**Supply network**

Scale bar: 20 um. Pins as bars on the die edge.
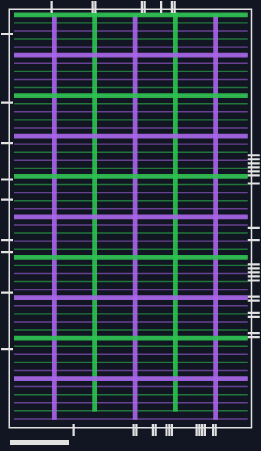
**Cell classes on the final placement**

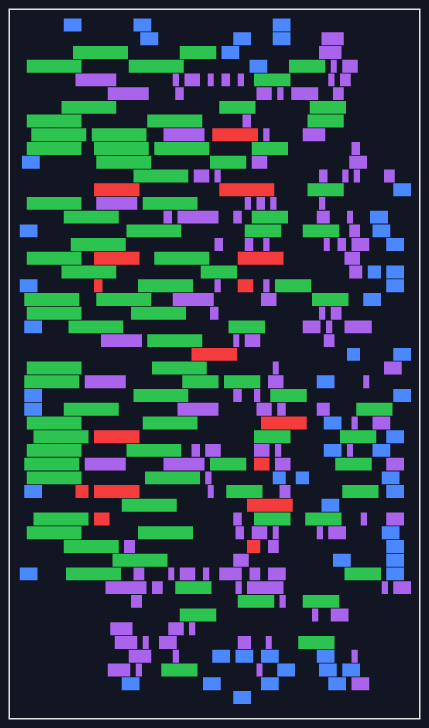
**Clock distribution**

Scale bar: 20 um.
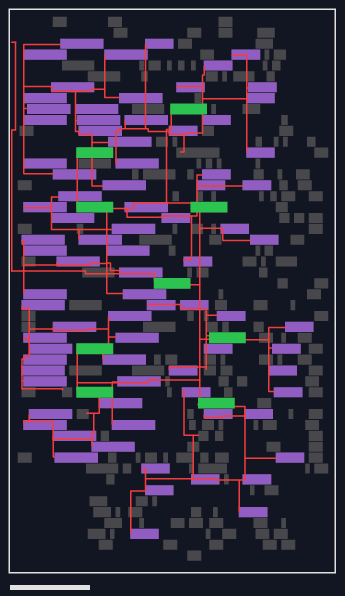
<file path="config.mk">
export PLATFORM = sky130hd
export DESIGN_NAME = des_bus_initiator
export DESIGN_NICKNAME = d
export VERILOG_FILES = /design/src/rtl/des_bus_initiator.sv
export SDC_FILE = /design/constraint.sdc
export NUM_CORES = 1
export LEC_CHECK = 0
export ABC_CLOCK_PERIOD_IN_PS = 3870
export CAP_MARGIN = 0
export CELL_PAD_IN_SITES_DETAIL_PLACEMENT = 1
export CELL_PAD_IN_SITES_GLOBAL_PLACEMENT = 2
export CORE_ASPECT_RATIO = 1.75
export CORE_UTILIZATION = 30
export DETAILED_ROUTE_END_ITERATION = 10
export GPL_ROUTABILITY_DRIVEN = 0
export PLACE_DENSITY_LB_ADDON = 0.1
export SLEW_MARGIN = 5
export SYNTH_ARGS = -nofsm -noshare
export SYNTH_HDL_FRONTEND = slang
export SYNTH_SLANG_ARGS = --single-unit
</file>
<file path="constraint.sdc">
create_clock -name i_clk -period 3.87 [get_ports i_clk]
set_clock_uncertainty 0.05 [all_clocks]
set_input_delay 0.774 -clock i_clk [delete_from_list [all_inputs] [get_ports i_clk]]
set_output_delay 0.774 -clock i_clk [all_outputs]
set_load 0.01 [all_outputs]
</file>
<file path="src/rtl/des_bus_initiator.sv">
// rtl/des_bus_initiator.sv - DES register bus initiator with command FIFO
// Queues read/write commands and issues them one at a time on the DES bus; read data returns on a valid/ready port.
module des_bus_initiator #(
  parameter int FIFO_DEPTH = 4,
  parameter int RD_LATENCY = 1,
  parameter int GAP_CYCLES = 1
) (
  input  logic                          i_clk,
  input  logic                          i_reset,
  input  logic                          i_cmd_valid,
  output logic                          o_cmd_ready,
  input  logic                          i_cmd_wr_rd,
  input  logic [2:0]                    i_cmd_address,
  input  logic [7:0]                    i_cmd_value,
  output logic                          o_rsp_valid,
  input  logic                          i_rsp_ready,
  output logic [7:0]                    o_rsp_data,
  output logic [2:0]                    o_des_address,
  output logic [7:0]                    o_des_value,
  output logic                          o_des_req_valid,
  output logic                          o_des_wr_rd,
  input  logic [7:0]                    i_des_rd_value,
  output logic                          o_busy,
  output logic [$clog2(FIFO_DEPTH):0]   o_fifo_level
);

  localparam int AW = $clog2(FIFO_DEPTH);
  localparam int LW = AW + 1;

  typedef enum logic [2:0] {S_IDLE, S_ISSUE, S_WAIT_RD, S_RESP, S_GAP} state_t;

  state_t        r_state;
  state_t        w_next;
  state_t        w_after;
  logic [11:0]   r_mem [FIFO_DEPTH];
  logic [AW-1:0] r_wr_ptr;
  logic [AW-1:0] r_rd_ptr;
  logic [LW-1:0] r_count;
  logic          w_full;
  logic          w_empty;
  logic          w_push;
  logic          w_pop;
  logic [11:0]   w_head;
  logic          r_cmd_wr;
  logic [2:0]    r_cmd_addr;
  logic [7:0]    r_cmd_value;
  logic [2:0]    r_cnt;
  logic [7:0]    r_rsp_data;

  assign w_full  = (r_count == LW'(FIFO_DEPTH));
  assign w_empty = (r_count == '0);
  assign w_push  = i_cmd_valid && !w_full;
  assign w_pop   = (r_state == S_IDLE) && !w_empty;
  assign w_head  = r_mem[r_rd_ptr];
  assign w_after = (GAP_CYCLES == 0) ? S_IDLE : S_GAP;

  // Storage needs no reset: pointers and count define what is valid.
  always_ff @(posedge i_clk) begin
    if (w_push) begin
      r_mem[r_wr_ptr] <= {i_cmd_wr_rd, i_cmd_address, i_cmd_value};
    end
  end

  always_ff @(posedge i_clk) begin
    if (i_reset) begin
      r_wr_ptr <= '0;
      r_rd_ptr <= '0;
      r_count  <= '0;
    end else begin
      if (w_push) begin
        r_wr_ptr <= r_wr_ptr + AW'(1);
      end
      if (w_pop) begin
        r_rd_ptr <= r_rd_ptr + AW'(1);
      end
      if (w_push && !w_pop) begin
        r_count <= r_count + LW'(1);
      end else if (!w_push && w_pop) begin
        r_count <= r_count - LW'(1);
      end
    end
  end

  always_ff @(posedge i_clk) begin
    if (i_reset) begin
      r_state <= S_IDLE;
    end else begin
      r_state <= w_next;
    end
  end

  always_comb begin
    w_next = r_state;
    case (r_state)
      S_IDLE: begin
        if (!w_empty) begin
          w_next = S_ISSUE;
        end
      end
      S_ISSUE: begin
        w_next = r_cmd_wr ? w_after : S_WAIT_RD;
      end
      S_WAIT_RD: begin
        if (r_cnt == 3'(RD_LATENCY - 1)) begin
          w_next = S_RESP;
        end
      end
      S_RESP: begin
        if (i_rsp_ready) begin
          w_next = w_after;
        end
      end
      S_GAP: begin
        if (r_cnt == 3'(GAP_CYCLES - 1)) begin
          w_next = S_IDLE;
        end
      end
      default: w_next = S_IDLE;
    endcase
  end

  // r_cnt restarts on every state change, so it measures time spent in the current state.
  always_ff @(posedge i_clk) begin
    if (i_reset) begin
      r_cnt       <= '0;
      r_cmd_wr    <= 1'b0;
      r_cmd_addr  <= '0;
      r_cmd_value <= '0;
      r_rsp_data  <= '0;
    end else begin
      r_cnt <= (w_next != r_state) ? 3'd0 : r_cnt + 3'd1;
      if (w_pop) begin
        r_cmd_wr    <= w_head[11];
        r_cmd_addr  <= w_head[10:8];
        r_cmd_value <= w_head[11] ? w_head[7:0] : 8'd0;
      end
      if ((r_state == S_WAIT_RD) && (w_next == S_RESP)) begin
        r_rsp_data <= i_des_rd_value;
      end
    end
  end

  always_comb begin
    o_des_req_valid = 1'b0;
    o_rsp_valid     = 1'b0;
    o_busy          = !w_empty;
    case (r_state)
      S_ISSUE: begin
        o_des_req_valid = 1'b1;
        o_busy          = 1'b1;
      end
      S_RESP: begin
        o_rsp_valid = 1'b1;
        o_busy      = 1'b1;
      end
      S_WAIT_RD, S_GAP: o_busy = 1'b1;
      default: o_busy = !w_empty;
    endcase
  end

  assign o_cmd_ready   = !w_full;
  assign o_fifo_level  = r_count;
  assign o_des_address = r_cmd_addr;
  assign o_des_value   = r_cmd_value;
  assign o_des_wr_rd   = r_cmd_wr;
  assign o_rsp_data    = r_rsp_data;

endmodule
</file>
==> out/results.tsv <==
metric	value	unit
cp-end-kind	flop	
power.internal	2.05	mW
clock_latency	330	ps
top_cells_by_count	edfxtp_1, dfxtp_1, nor2_1	
crit_required	4080	ps
die_area	11400	um2
diodes	0	
setup_viol	0	
firstDrtPassIters	4	
drt_iter0_markers	59	
overflow	0	
hold_depth	2	
fin_cells	415	
clk_pin_slew	60	ps
synth.yosys.warnings	0	
clock-sinks	83	
slew_viol_final	0	
cp_max_fo	7	
synth-edff-count	48	
timing.final.hold_violations	0	
antenna_left	0	
worstHoldEndpoint	o_des_address[2]$_SDFFE_PP0P_	
ctsHtreeMaxLevel	3	
remaining_drc_errors	0	
cts_buffer_depth	2	
async_reset_ff_share	0	%
p_comb_share	30.1	%
dp_cells	399	
timing.fmax	354	MHz
syn-cell-area	3280	um2
sw_frac_of_total	30.9	%
ys_seq_share	65.3	%
syn_to_final_growth	28.1	%
numSynthFlops	83	
antenna_found_initial	0	
most_common_cell	edfxtp_1	
reg2reg_setup_slack	1290	ps
grt.total_usage	12.8	%
die_w	81.1	um
cts.repair.resized	0	
fp-row-count	50	
finalCritPeriodShare	73.1	%
start_kind	input pin	
cts_tree	done	
layout-drive-gt1-share	16.5	%
grt_start_max_net_pins	35	
status	finished, final reports clean	
synthTopCellsByArea	edfxtp_1, dfxtp_1, mux4_2	
Back to the opening pictures, 'supply network':
VSS: marked purple. VDD: marked green.
10 straps on met5. 51 met1 rails follow the rows. The core has 50 rows.

Back to the opening pictures, 'cell classes on the final placement':
flip-flops: marked green, cells 83, share of their area 53%. all other logic: marked purple, cells 132, share of their area 26%. other buffers and delay cells: marked blue, cells 54, share of their area 13%. clock drivers and dummy loads: marked red, cells 16, share of their area 7.5%.

Back to the opening pictures, 'clock distribution':
flip-flops: marked purple, count 83. cells driving clock nets: marked green, count 9. clock wires: marked red, length 1,020 um.
There are 10 routed clock nets. Position of the flops: spread over the die.

[sequential cells by signal, indices dropped and copies added (netlist names), named ones only]
signal	cells
o_fifo_level	3
o_des_value	8
r_state	3
r_rd_ptr	2
r_cnt	3
r_wr_ptr	2
o_des_address	3
o_des_wr_rd	1
o_rsp_data	8
r_mem	48
[final cells by class]
class                   count  area, um2  share of cell area [%]
clock buffers               9        225                    5.36
inverters                   6       27.5                   0.655
repair buffers             54        531                    12.6
well taps                 130        163                    3.87
flip-flops and latches     83       2140                    51.0
clock inverters             7       76.3                    1.82
multi-input cells         126       1040                    24.7
[cells in the final DEF (no fill, tap or decap)]
cell type,instances
clkinv_2,1
a31oi_1,1
nor4_1,1
or3_1,2
and3b_1,1
a21oi_2,9
nor3_2,1
nand2b_1,1
fa_1,1
xor2_1,3
bufinv_16,1
o21ba_2,1
mux4_2,12
nand2_1,19
nor3_1,2
ha_1,7
nor2_1,21
xnor2_1,3
inv_6,2
nand3_1,9
mux2i_1,11
nor3b_1,1
a21oi_1,5
inv_1,5
edfxtp_1,48
nor4_2,1
clkbuf_16,9
nor4b_2,2
a22oi_1,1
o21bai_1,1
clkinv_4,2
buf_4,4
nor2b_1,2
clkdlybuf4s50_1,50
o21ai_0,1
clkinvlp_4,2
and2_1,6
a21boi_1,1
dfxtp_1,35
[critical path: stages]
cell and delay, ps:
clkdlybuf4s50_1 450, a21boi_1 490, ha_1 280, inv_1 60
fa_1 370, xor2_1 160, or3_1 310, a21oi_1 140
[metrics by stage]
stage / setup slack (ps) / instance area [um2] / power, mW / util, %
2_1_floorplan: 1390 / 3280 / 1.84 / -
4_1_cts: 1010 / 4200 / 3.04 / 39.3
3_5_place_dp: 657 / 3900 / 2.18 / 36.5
5_1_grt: 907 / 4200 / 3.16 / 39.3
3_3_place_gp: 749 / 3900 / 2.16 / 36.5
6_report: 1040 / 4200 / 2.97 / 39.3
[power by group through the flow]
stage | clock network (mW) | logic [mW] | registers [mW]
floorplan | 0 | 0.629 | 1.21
global placement | 0 | 0.904 | 1.25
detailed placement | 0 | 0.919 | 1.26
CTS | 0.881 | 0.923 | 1.24
global route | 0.904 | 0.998 | 1.26
finish | 0.848 | 0.896 | 1.23
[cell families (layout without fill, tap and decap cells)]
logic type	Yosys count	in the layout	synth area share, %
fa+ha+maj	8	8	3.28
xor+xnor	6	6	1.60
mux	23	23	11.6
buf+inv	19	76	3.28
flops	83	83	65.3
compound gates	20	20	4.50
simple gates	69	69	10.5
[metal layers]
metal,up-vias,wire length [um],GRT usage (%)
met3,9,243,2.93
met2,39,3670,23.2
met1,945,2510,13.4
met5,-,0,0
met4,0,125,6.48
li1,923,-,-
[worst max path at each step]
stage                      startpoint                      endpoint  slack (ps)
after floorplan           i_cmd_valid  o_fifo_level[2]$_SDFFE_PP0P_        1390
after global placement    i_cmd_valid  o_fifo_level[2]$_SDFFE_PP0P_         750
after detailed placement  i_cmd_valid  o_fifo_level[2]$_SDFFE_PP0P_         660
after CTS                 i_cmd_valid  o_fifo_level[2]$_SDFFE_PP0P_        1010
after global routing      i_cmd_valid  o_fifo_level[2]$_SDFFE_PP0P_         910
final                     i_cmd_valid  o_fifo_level[2]$_SDFFE_PP0P_        1040
Power and IR drop assume default switching activity.
